`src/rtl/comp_thresh_dac_ser_pkg.sv`:
```
// Shared types and constants for the comparator-threshold DAC serialiser.
package comp_thresh_dac_ser_pkg;

  localparam int unsigned FRAME_W  = 16;
  localparam int unsigned THRESH_W = 12;
  localparam int unsigned CMD_W    = 4;
  localparam int unsigned CNT_W    = 5;
  localparam int unsigned EXP_BITS = 16;

  localparam logic [CMD_W-1:0] CMD_WR_UPD = 4'b0011;

  typedef enum logic [1:0] {
    ST_IDLE    = 2'd0,
    ST_LOAD    = 2'd1,
    ST_SHIFT   = 2'd2,
    ST_RELEASE = 2'd3
  } state_t;

  // Everything that is triplicated; voted bitwise as one vector.
  typedef struct packed {
    state_t              state;
    logic [FRAME_W-1:0]  sreg;
    logic [CNT_W-1:0]    cnt;
    logic [THRESH_W-1:0] pend;
    logic                pend_v;
    logic                start;
    logic                err;
  } tmr_regs_t;

  function automatic logic [FRAME_W-1:0] make_frame(input logic [THRESH_W-1:0] th);
    return {CMD_WR_UPD, th};
  endfunction

endpackage

```
`src/rtl/comp_thresh_dac_ser_if.sv`:
```
// Sequencer/threshold handshake and DAC serial pins of the serialiser.
interface comp_thresh_dac_ser_if;
  import comp_thresh_dac_ser_pkg::*;

  logic                LOAD_REQ;
  logic [THRESH_W-1:0] THRESH;
  logic                SHFT_ENA;
  logic                SET_DONE;
  logic                START;
  logic                DAC_DIN;
  logic                DAC_CS_N;
  logic                BUSY;
  logic                DONE;
  logic                ERR;

  modport slave (
    input  LOAD_REQ, THRESH, SHFT_ENA, SET_DONE,
    output START, DAC_DIN, DAC_CS_N, BUSY, DONE, ERR
  );

  modport master (
    output LOAD_REQ, THRESH, SHFT_ENA, SET_DONE,
    input  START, DAC_DIN, DAC_CS_N, BUSY, DONE, ERR
  );

endinterface

```
`src/rtl/tmr_vote.sv`:
```
// Bitwise 2-of-3 majority voter.
module tmr_vote #(
  parameter int unsigned WIDTH = 1
) (
  input  logic [WIDTH-1:0] i_a,
  input  logic [WIDTH-1:0] i_b,
  input  logic [WIDTH-1:0] i_c,
  output logic [WIDTH-1:0] o_y
);

  assign o_y = (i_a & i_b) | (i_a & i_c) | (i_b & i_c);

endmodule

```
`src/rtl/comp_thresh_dac_ser.sv`:
```
// Comparator-threshold DAC serialiser: frames a threshold with the write-and-update
// command and shifts it out MSB first under the external load sequencer. TMR state.
module comp_thresh_dac_ser
  import comp_thresh_dac_ser_pkg::*;
(
  input  logic                 CLK,
  input  logic                 RST,
  comp_thresh_dac_ser_if.slave sif
);

  localparam int unsigned REGS_W = $bits(tmr_regs_t);

  tmr_regs_t         r_cp0, r_cp1, r_cp2;
  tmr_regs_t         w_v;
  tmr_regs_t         w_nxt;
  logic [REGS_W-1:0] w_vote;
  logic              r_done;
  logic              w_done_nxt;

  tmr_vote #(.WIDTH(REGS_W)) u_vote (
    .i_a (REGS_W'(r_cp0)),
    .i_b (REGS_W'(r_cp1)),
    .i_c (REGS_W'(r_cp2)),
    .o_y (w_vote)
  );

  assign w_v = tmr_regs_t'(w_vote);

  function automatic tmr_regs_t shift_one(input tmr_regs_t r);
    tmr_regs_t s;
    s      = r;
    s.sreg = {r.sreg[FRAME_W-2:0], 1'b0};
    s.cnt  = (r.cnt == {CNT_W{1'b1}}) ? r.cnt : r.cnt + CNT_W'(1);
    return s;
  endfunction

  function automatic tmr_regs_t launch(input tmr_regs_t r, input logic [THRESH_W-1:0] th);
    tmr_regs_t s;
    s       = r;
    s.state = ST_LOAD;
    s.sreg  = make_frame(th);
    s.cnt   = '0;
    s.start = 1'b1;
    return s;
  endfunction

  // Next state for every triplicated copy, computed from the voted value.
  always_comb begin
    w_nxt      = w_v;
    w_done_nxt = 1'b0;
    case (w_v.state)
      ST_IDLE: begin
        if (w_v.pend_v) begin
          w_nxt        = launch(w_v, w_v.pend);
          w_nxt.pend_v = sif.LOAD_REQ;
          if (sif.LOAD_REQ) w_nxt.pend = sif.THRESH;
        end else if (sif.LOAD_REQ) begin
          w_nxt = launch(w_v, sif.THRESH);
        end
        if (sif.SHFT_ENA) w_nxt.err = 1'b1;
      end
      ST_LOAD: begin
        w_nxt.start = 1'b1;
        if (sif.SHFT_ENA) begin
          w_nxt       = shift_one(w_v);
          w_nxt.state = ST_SHIFT;
        end
      end
      ST_SHIFT: begin
        if (sif.SET_DONE) begin
          w_nxt.state = ST_RELEASE;
          w_nxt.start = 1'b0;
          w_done_nxt  = 1'b1;
          if (w_v.cnt != CNT_W'(EXP_BITS)) w_nxt.err = 1'b1;
        end else if (sif.SHFT_ENA) begin
          w_nxt = shift_one(w_v);
        end
      end
      ST_RELEASE: begin
        w_nxt.start = 1'b0;
        if (sif.SHFT_ENA)  w_nxt.err   = 1'b1;
        if (!sif.SET_DONE) w_nxt.state = ST_IDLE;
      end
      default: w_nxt.state = ST_IDLE;
    endcase
    // A request arriving mid-frame parks in the one-deep pending slot, last write wins.
    if ((w_v.state != ST_IDLE) && sif.LOAD_REQ) begin
      w_nxt.pend   = sif.THRESH;
      w_nxt.pend_v = 1'b1;
    end
  end

  always_ff @(negedge CLK or posedge RST) begin
    if (RST) begin
      r_cp0  <= '0;
      r_cp1  <= '0;
      r_cp2  <= '0;
      r_done <= 1'b0;
    end else begin
      r_cp0  <= w_nxt;
      r_cp1  <= w_nxt;
      r_cp2  <= w_nxt;
      r_done <= w_done_nxt;
    end
  end

  assign sif.START    = w_v.start;
  assign sif.BUSY     = (w_v.state != ST_IDLE);
  assign sif.DONE     = r_done;
  assign sif.ERR      = w_v.err;
  assign sif.DAC_DIN  = w_v.sreg[FRAME_W-1];
  assign sif.DAC_CS_N = ((w_v.state == ST_LOAD) || (w_v.state == ST_SHIFT)) ? ~sif.SHFT_ENA : 1'b1;

endmodule
```
`src/flat_wrapper.sv`:
```
// flat-port wrapper written by rule: the top's interface ports become plain ports
module comp_thresh_dac_ser_flat import comp_thresh_dac_ser_pkg::*;
  (CLK, RST, sif_LOAD_REQ, sif_THRESH, sif_SHFT_ENA, sif_SET_DONE, sif_START, sif_DAC_DIN, sif_DAC_CS_N, sif_BUSY, sif_DONE, sif_ERR);
  comp_thresh_dac_ser_if sif_i ();
  input  logic CLK;
  input  logic RST;
  input wire logic [$bits(sif_i.LOAD_REQ)-1:0] sif_LOAD_REQ;
  input wire logic [$bits(sif_i.THRESH)-1:0] sif_THRESH;
  input wire logic [$bits(sif_i.SHFT_ENA)-1:0] sif_SHFT_ENA;
  input wire logic [$bits(sif_i.SET_DONE)-1:0] sif_SET_DONE;
  output wire logic [$bits(sif_i.START)-1:0] sif_START;
  output wire logic [$bits(sif_i.DAC_DIN)-1:0] sif_DAC_DIN;
  output wire logic [$bits(sif_i.DAC_CS_N)-1:0] sif_DAC_CS_N;
  output wire logic [$bits(sif_i.BUSY)-1:0] sif_BUSY;
  output wire logic [$bits(sif_i.DONE)-1:0] sif_DONE;
  output wire logic [$bits(sif_i.ERR)-1:0] sif_ERR;
  assign sif_i.LOAD_REQ = sif_LOAD_REQ;
  assign sif_i.THRESH = sif_THRESH;
  assign sif_i.SHFT_ENA = sif_SHFT_ENA;
  assign sif_i.SET_DONE = sif_SET_DONE;
  assign sif_START = sif_i.START;
  assign sif_DAC_DIN = sif_i.DAC_DIN;
  assign sif_DAC_CS_N = sif_i.DAC_CS_N;
  assign sif_BUSY = sif_i.BUSY;
  assign sif_DONE = sif_i.DONE;
  assign sif_ERR = sif_i.ERR;
  comp_thresh_dac_ser u_core (.CLK(CLK), .RST(RST), .sif(sif_i));
endmodule
```
`config.mk`:
```
export PLATFORM = sky130hd
export DESIGN_NAME = comp_thresh_dac_ser_flat
export DESIGN_NICKNAME = d
export VERILOG_FILES = /design/src/rtl/comp_thresh_dac_ser_pkg.sv /design/src/rtl/comp_thresh_dac_ser_if.sv /design/src/rtl/tmr_vote.sv /design/src/rtl/comp_thresh_dac_ser.sv /design/src/flat_wrapper.sv
export SDC_FILE = /design/constraint.sdc
export NUM_CORES = 1
export LEC_CHECK = 0
export CAP_MARGIN = 20
export CORE_ASPECT_RATIO = 1.2
export CORE_MARGIN = 3
export CORE_UTILIZATION = 55
export CTS_CLUSTER_SIZE = 14
export DETAILED_ROUTE_END_ITERATION = 16
export HOLD_SLACK_MARGIN = 0.06
export PLACE_DENSITY = 0.89
export SYNTH_ARGS = -nofsm -noshare
export SYNTH_HDL_FRONTEND = slang
export SYNTH_SLANG_ARGS = --single-unit
```
`constraint.sdc`:
```
create_clock -name CLK -period 2.6 [get_ports CLK]
set_input_delay 0.52 -clock CLK [delete_from_list [all_inputs] [get_ports CLK]]
set_output_delay 0.52 -clock CLK [all_outputs]
set_load 0.01 [all_outputs]
```
==> summary.rpt, run 1 <==
PHYSICAL IMPLEMENTATION REPORT
----------------------------------------------------
[Timing]
  Post-layout worst setup margin ........................ -421 ps
  Total of endpoints with negative setup slack in the final report ........................ 9
  Setup repair after global routing missed its margin ........................ true

[Global route]
  Met3 GRT Util ........................ 4.98%
  Busiest layer in global routing ........................ met2

[Critical path]
  Reg2reg setup slack ........................ 420 ps
  Path length in cells of the critical path ........................ 4
  Worst Setup EP ........................ sif_DAC_CS_N
  Endpoint class of the critical path ........................ output pin

[Final layout]
  Number of logic gates ........................ 159
  Layout cells sized above 1 ........................ 28.3%
  Combinational share of cell area ........................ 41.7%
  Number of clock buffer instances in the layout ........................ 5
  Total area of multi-input combinational cells ........................ 1160 µm²

[Hold path]
  Cells on Worst Hold Path ........................ 1

[Route]
  Iteration count of the initial detailed-routing pass ........................ 4

[Outcome]
  Status ........................ complete, but fails checks
  Violated checks ........................ setup timing

[Power]
  Areal power density over the cells ........................ 1240 nW/µm²
  Leakage power of the design ........................ 1.23 nW

[Synthesis]
  Most area-consuming cells after synthesis ........................ sky130_fd_sc_hd__dfrtn_1 45%, sky130_fd_sc_hd__a21oi_1 5.1%, sky130_fd_sc_hd__a22o_1 4.9%

[Placement]
  Half-perimeter wire length of the detailed placement result ........................ 3530 µm

----------------------------------------------------
run 1: placed cells by master, fill, tap and decap left out, types with 4 or more instances in the layout:
cell type,count
sky130_fd_sc_hd__nand2_1,16
sky130_fd_sc_hd__a22oi_2,8
sky130_fd_sc_hd__a21oi_1,20
sky130_fd_sc_hd__nand3_1,8
sky130_fd_sc_hd__clkbuf_8,5
sky130_fd_sc_hd__o21ai_1,8
sky130_fd_sc_hd__inv_1,6
sky130_fd_sc_hd__clkdlybuf4s50_1,13
sky130_fd_sc_hd__buf_6,4
sky130_fd_sc_hd__buf_2,5
sky130_fd_sc_hd__a22o_1,12
sky130_fd_sc_hd__ha_1,6
sky130_fd_sc_hd__dfrtn_1,39
sky130_fd_sc_hd__nor2_1,7
sky130_fd_sc_hd__o21ai_0,7
sky130_fd_sc_hd__buf_4,29
sky130_fd_sc_hd__a22oi_1,4
sky130_fd_sc_hd__o21a_1,5
run 1: state kept, by name, summed over array words and instances (netlist names):
signal           cells
u_core.r_cp0        38
u_core.sif.DONE      1
run 1: through the flow:
step | setup slack [ps] | setup TNS [ps] | hold WS (ps) | area [µm²] | total power [mW]
after floorplan | -167 | -1560 | 410 | 2230 | 2.36
after global placement | -724 | -25770 | 421 | 2590 | 2.77
after detailed placement | -804 | -26960 | 440 | 2590 | 2.84
after CTS | -423 | -1070 | 446 | 2750 | 3.37
after global routing | -453 | -1330 | 468 | 2790 | 3.69
final | -421 | -1020 | 443 | 2790 | 3.46
run 1: layer usage:
metal	vias up	part of all wire, %
li1	921	-
met4	0	1.9
met1	931	41
met2	84	51
met5	-	0
met3	13	6.2
run 1: where the power goes:
group	total, mW	internal [mW]	switching, mW
clock network	0.416	0.187	0.229
registers	1.11	0.871	0.235
logic	1.94	0.938	1.00
**Run 1: wire density map**

Drawn at 4 px/µm. 13 x 15 tiles, from dark purple (low) to yellow (high), scaled to the fullest tile. Values are wire area over tile area, all layers added.
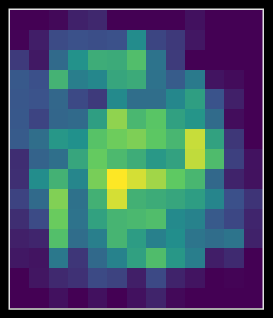
emptiest ninth of the die = top right
fullest tile = 0.56
mean over tiles = 0.18
nearly empty tiles = 17%

**Run 1: close-up of the layout**

Region (17, 22) to (47, 52) µm. Cells in gray, sequential cells in the stronger gray; small squares are vias.
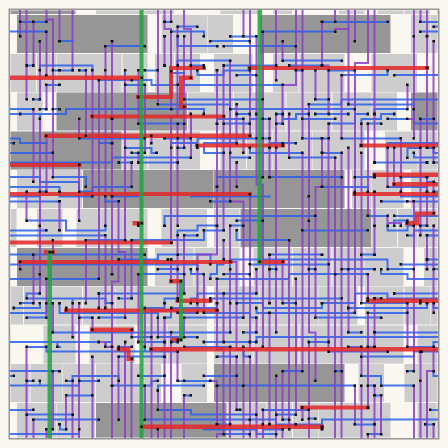
purple -> metal 2
green -> metal 4
red -> metal 3
blue -> metal 1
sequential cells in the window = 10
most frequent = a21oi_1 (13), dfrtn_1 (10)
netlist names of flops here include = `u_core.r_cp0` (10)
cells with their middle in the window = 89

**Run 1: placed standard cells**

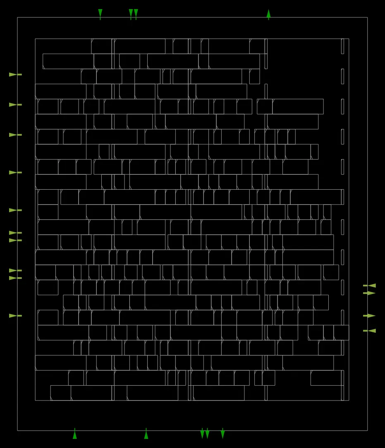
layout sequential cell count: 39
number of core rows: 24
area of the core: 3690 µm²
fraction of area in registers: 35.0%

**Run 1: routed metal, one color a layer**

Drawn at 4 px/µm. Two of the layers only.
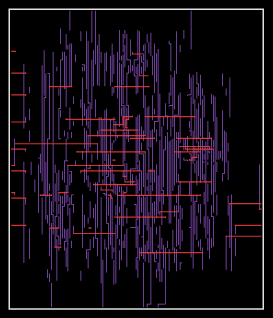
purple -> metal 2  # wire length 2710 µm
red -> metal 3  # wire length 331 µm

## Run 2: what changed since run 1
CTS_CLUSTER_SIZE = not set   (was 14)
**Run 2: routed metal, one color a layer**

Drawn at 4 px/µm. Two of the layers only.
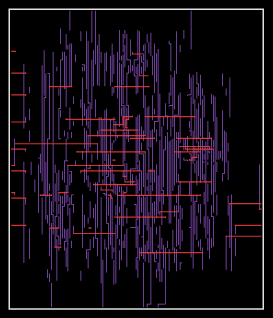
purple -> metal 2  # wire length 2710 µm
red -> metal 3  # wire length 331 µm

==> run 2 against run 1 <==
  * The run still ends with setup timing left
  * Register-to-register slack about the same
  * First-iteration DRC count unchanged
  * Worst setup slack unchanged
  * Sequential cell count unchanged
  * Via count unchanged
  * Synthesized cell count unchanged
  * Die size unchanged
  * Worst hold slack unchanged
  * Total power unchanged
  * Clock power about the same
  * Critical path depth unchanged
==> summary.rpt, run 2 <==
PHYSICAL IMPLEMENTATION REPORT
----------------------------------------------------
[Outcome]
  Status ........................ complete, but fails checks (unchanged)
  Violated checks ........................ setup timing (unchanged)

[Clock tree]
  Cell at the root of the clock tree ........................ sky130_fd_sc_hd__clkbuf_8 (unchanged)
  TritonCTS Buffers ........................ 5 (unchanged)

[Timing]
  Aggregate negative setup slack ........................ -1020 ps (unchanged)
  Total of endpoints with negative setup slack in the final report ........................ 9 (unchanged)
  Worst hold slack across all endpoints ........................ 443 ps (unchanged)
  Final Hold Viols ........................ 0 (unchanged)
  Setup repair after global routing missed its margin ........................ true (unchanged)
  Slew of the pin with the lowest slew margin ........................ 724 ps (unchanged)
  Post-layout worst setup margin ........................ -421 ps (unchanged)

[Final layout]
  Largest register FFs ........................ 38 (unchanged)
  Layout cells sized above 1 ........................ 28.3% (unchanged)
  Area occupied by registers ........................ 976 µm² (unchanged)
  Biggest register ........................ u_core.r_cp0 (unchanged)
  Total area of multi-input combinational cells ........................ 1160 µm² (unchanged)
  Most frequent logic cell in the layout ........................ sky130_fd_sc_hd__dfrtn_1 (unchanged)
  Cell area after layout ........................ 2790 µm² (unchanged)
  Top library cells by usage in the layout, fill and taps aside ........................ 39 x sky130_fd_sc_hd__dfrtn_1, 29 x sky130_fd_sc_hd__buf_4, 20 x sky130_fd_sc_hd__a21oi_1 (unchanged)

[Die]
  Area of the core ........................ 3690 µm² (unchanged)
  I/O Pins ........................ 23 (unchanged)
  Number of core rows ........................ 24 (unchanged)

[Placement]
  Half-perimeter wire length of the detailed placement result ........................ 3530 µm (unchanged)
  Dpl ws ........................ -804 ps (unchanged)
  Port-buffer cells ........................ 22 (unchanged)
  Standard cell area after detailed placement ........................ 2590 µm² (unchanged)

[Critical path]
  End of the worst register-to-register path ........................ u_core.r_cp0[34] (unchanged)
  Reg2reg setup slack ........................ 420 ps (about the same)
  Worst Setup EP ........................ sif_DAC_CS_N (unchanged)
  Path length in cells of the critical path ........................ 4 (unchanged)
  Endpoint class of the critical path ........................ output pin (unchanged)
  Number of cells on the worst reg-to-reg path ........................ 8 (unchanged)
  Slowest cell on the critical path ........................ sky130_fd_sc_hd__dfrtn_1 (unchanged)

[Synthesis]
  Count of different cell masters after synthesis ........................ 48 (unchanged)
  Most area-consuming cells after synthesis ........................ sky130_fd_sc_hd__dfrtn_1 45%, sky130_fd_sc_hd__a21oi_1 5.1%, sky130_fd_sc_hd__a22o_1 4.9% (unchanged)
  Share of the yosys chip area belonging to registers ........................ 45.3% (unchanged)

[Route]
  Iteration count of the initial detailed-routing pass ........................ 4 (unchanged)

[Power]
  Total chip power ........................ 3.46 mW (unchanged)
  Areal power density over the cells ........................ 1240 nW/µm² (unchanged)
  Leakage power of the design ........................ 1.23 nW (unchanged)

----------------------------------------------------
**Run 2: close-up of the layout**

Region (17, 22) to (47, 52) µm. Cells in gray, sequential cells in the stronger gray; small squares are vias.
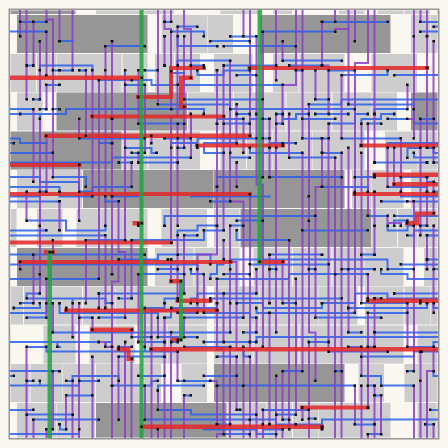
green -> metal 4
red -> metal 3
blue -> metal 1
purple -> metal 2
most frequent = a21oi_1 (13), dfrtn_1 (10)
sequential cells in the window = 10
netlist names of flops here include = `u_core.r_cp0` (10)
cells with their middle in the window = 89

run 2: cell counts in the layout (fill, tap and decap cells not counted):
No cell type changed its count.
run 2: kinds of logic (layout without fill, tap and decap cells):
kind of cell	after synthesis	in the layout	share of synthesized area (%)
and+or+nand+nor	51	51	12.2
DFF	39	39	45.3
xor gates and xnor gates	1	1	0.406
adders and majority gates	7	7	4.06
AOI/OAI and AO/OA	100	100	32.1
buffers and inverters	26	71	5.92
run 2: routing by layer:
metal | GRT usage (%) | up-vias | routed length (µm)
li1 | - | 921 | -
met2 | 42.8 | 84 | 2710
met3 | 4.98 | 13 | 331
met5 | 0 | - | 0
met1 | 27.6 | 931 | 2170
met4 | 9.80 | 0 | 102
run 2: how the worst min path moves through the flow:
stage / start / endpoint / slack (ps) / cells past startpoint
CTS: u_core.r_cp0[9] / u_core.r_cp0[9] / 450 / 1
floorplan: u_core.r_cp0[9] / u_core.r_cp0[9] / 410 / 1
global placement: u_core.r_cp0[9] / u_core.r_cp0[9] / 420 / 1
detailed placement: u_core.r_cp0[20] / u_core.r_cp0[20] / 440 / 2
global route: u_core.r_cp0[9] / u_core.r_cp0[9] / 470 / 1
finish: u_core.r_cp0[9] / u_core.r_cp0[9] / 440 / 1
run 2: final cells by class:
cell class | count | area share (%)
Clock buffer | 5 | 2.47
Inverter | 10 | 1.57
Timing Repair Buffer | 53 | 16.2
Multi-Input combinational cell | 159 | 41.7
Tap cell | 52 | 2.33
Clock inverter | 3 | 0.717
Sequential cell | 39 | 35.0
run 2: where the power goes:
group          leakage [nW]  total (mW)  switching [mW]  internal [mW]
logic                 0.683        1.94            1.00          0.938
registers             0.502        1.11           0.235          0.871
clock network        0.0402       0.416           0.229          0.187
total                  1.23        3.46            1.46           2.00
## Run 3: what changed since run 2
clock period = 3.2 ns   (was 2.6 ns; I/O delays follow)
**Run 3: selected gate families**

Drawn at 4 px/µm.
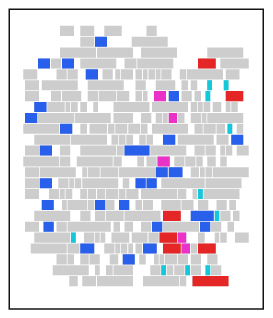
magenta -> AND and OR gates  # cells 5
blue -> AND-OR and OR-AND gates  # cells 27, most used a22o_1
cyan -> inverters  # cells 10, most used inv_1
red -> adder and majority cells  # cells 7, most used ha_1

==> run 3 against run 2 <==
  * The flow still finishes with violations (setup timing)
  * Total power decreased by 18%
  * Clock-buffer cell count increased by 1
  * First-iteration DRC count decreased by 56%
  * Synthesized cell count unchanged
  * Clock skew decreased by 1.7 ps
  * Global-route usage increased by 1.5 points
  * Register-to-register slack improved by 400 ps
  * Sequential power decreased by 19%
  * Critical path depth unchanged
  * Via count increased by 0.31%
  * Area after synthesis unchanged
  * Clock power increased by 18%
  * Largest power group unchanged
==> summary.rpt, run 3 <==
PHYSICAL IMPLEMENTATION REPORT
----------------------------------------------------
[Synthesis]
  Count of different cell masters after synthesis ........................ 48 (unchanged)
  Most area-consuming cells after synthesis ........................ sky130_fd_sc_hd__dfrtn_1 45%, sky130_fd_sc_hd__a21oi_1 5.1%, sky130_fd_sc_hd__a22o_1 4.9% (unchanged)
  Share of the yosys chip area belonging to registers ........................ 45.3% (unchanged)
  Library cell occupying the most area in the post-synthesis netlist ........................ sky130_fd_sc_hd__dfrtn_1 (unchanged)

[Critical path]
  Reg2reg setup slack ........................ 820 ps (was 420 ps)
  Slowest cell on the critical path ........................ sky130_fd_sc_hd__dfrtn_1 (unchanged)
  End of the worst register-to-register path ........................ u_core.r_cp0[23] (was u_core.r_cp0[34])
  Worst Setup EP ........................ sif_DAC_CS_N (unchanged)
  Endpoint class of the critical path ........................ output pin (unchanged)
  Critical path data required time ........................ 2560 ps (was 2080 ps)
  Worst setup path class ........................ flop to output pin (unchanged)
  Number of cells on the worst reg-to-reg path ........................ 8 (unchanged)

[Power]
  Areal power density over the cells ........................ 1040 nW/µm² (was 1240 nW/µm²)
  Leakage power of the design ........................ 1.21 nW (was 1.23 nW)
  Total chip power ........................ 2.84 mW (was 3.46 mW)

[Placement]
  Half-perimeter wire length of the detailed placement result ........................ 3510 µm (was 3530 µm)
  Port-buffer cells ........................ 22 (unchanged)
  Standard cell area after detailed placement ........................ 2560 µm² (was 2590 µm²)
  Dpl ws ........................ -684 ps (was -804 ps)

[Final layout]
  Layout cells sized above 1 ........................ 23.1% (was 28.3%)
  Most frequent logic cell in the layout ........................ sky130_fd_sc_hd__dfrtn_1 (unchanged)
  Layout overhead on the synthesized area ........................ 26.8% (was 29.5%)
  Biggest register ........................ u_core.r_cp0 (unchanged)
  Cell area after layout ........................ 2730 µm² (was 2790 µm²)
  Top library cells by usage in the layout, fill and taps aside ........................ 39 x sky130_fd_sc_hd__dfrtn_1, 25 x sky130_fd_sc_hd__buf_4, 20 x sky130_fd_sc_hd__a21oi_1 (was 39 x sky130_fd_sc_hd__dfrtn_1, 29 x sky130_fd_sc_hd__buf_4, 20 x sky130_fd_sc_hd__a21oi_1)
  Largest register FFs ........................ 38 (unchanged)

[Die]
  I/O Pins ........................ 23 (unchanged)
  Area of the core ........................ 3690 µm² (unchanged)
  Number of core rows ........................ 24 (unchanged)

[Route]
  Residual DRC ........................ 0 (unchanged)
  Detailed Route WL ........................ 5380 µm (was 5310 µm)
  Iteration count of the initial detailed-routing pass ........................ 5 (was 4)

[Clock tree]
  Cell resize tally after clock tree synthesis ........................ 35 (was 53)
  Count of buffers added by post-CTS timing repair for setup ........................ 1 (was 5)
  Cell at the root of the clock tree ........................ sky130_fd_sc_hd__clkbuf_8 (unchanged)
  TritonCTS Buffers ........................ 5 (unchanged)

[Timing]
  Final Hold Viols ........................ 0 (unchanged)
  Aggregate negative setup slack ........................ -383 ps (was -1020 ps)
  Total of endpoints with negative setup slack in the final report ........................ 2 (was 9)
  Post-layout worst setup margin ........................ -242 ps (was -421 ps)
  Worst hold slack across all endpoints ........................ 444 ps (was 443 ps)
  Slew of the pin with the lowest slew margin ........................ 750 ps (was 724 ps)
  Setup repair after global routing missed its margin ........................ true (unchanged)

[Outcome]
  Violated checks ........................ setup timing (unchanged)
  Status ........................ complete, but fails checks (unchanged)

[Global route]
  Total overflow reported by the global router ........................ 0 (unchanged)

----------------------------------------------------
**Run 3: wire density map**

Drawn at 4 px/µm. 13 x 15 tiles, from dark purple (low) to yellow (high), scaled to the fullest tile. Values are wire area over tile area, all layers added.
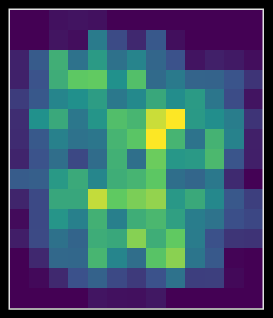
nearly empty tiles = 16%
mean over tiles = 0.18
tiles over half the peak = 27%
densest ninth of the die = middle
fullest tile = 0.55

run 3: cell counts after synthesis:
Identical to the previous run, type by type.
run 3: where the power goes:
group          switching [mW]  total, mW  leakage, nW  internal (mW)
registers               0.191      0.899        0.502          0.708
logic                   0.771       1.45        0.647          0.681
clock network           0.178      0.490       0.0654          0.312
run 3: how the worst min path moves through the flow:
stage	end	cells past startpoint	from
after floorplan	u_core.r_cp0[9]	1	u_core.r_cp0[9]
after global placement	u_core.r_cp0[20]	2	u_core.r_cp0[20]
after detailed placement	u_core.r_cp0[20]	2	u_core.r_cp0[20]
after CTS	u_core.r_cp0[9]	1	u_core.r_cp0[9]
after global routing	u_core.r_cp0[13]	1	u_core.r_cp0[13]
final	u_core.r_cp0[9]	1	u_core.r_cp0[9]
run 3: per-layer routing:
metal	routed length (µm)	part of all wire, %	global-route usage (%)	vias to the layer above
met1	2220	41	30.6	975
met5	0	0	0	-
met4	93	1.7	8.58	0
li1	-	-	-	910
met2	2840	53	44.1	59
met3	230	4.3	6.04	11
run 3: critical path: cells and delay by family (launching register included):
family | cells | cell delay, ps
adders and majority gates | 1 | 250
buffers and inverters | 2 | 190
DFF | 1 | 430
and+or+nand+nor | 1 | 40
run 3: layout make-up:
class	instances	area [µm²]	share of cell area [%]
Clock buffer	6	72.6	2.66
Clock inverter	2	60.1	2.20
Inverter	10	37.5	1.37
Multi-Input combinational cell	159	1130	41.3
Sequential cell	39	976	35.7
Tap cell	52	65.1	2.38
Timing Repair Buffer	48	394	14.4
run 3: logic make-up after synthesis:
logic type,synth area share [%]
XOR/XNOR,0.406
AND/OR/NAND/NOR,12.2
AND-OR/OR-AND,32.1
adder cells (fa/ha/maj),4.06
flip-flops,45.3
buffers and inverters,5.92
Power is estimated from default activity; no workload was simulated.
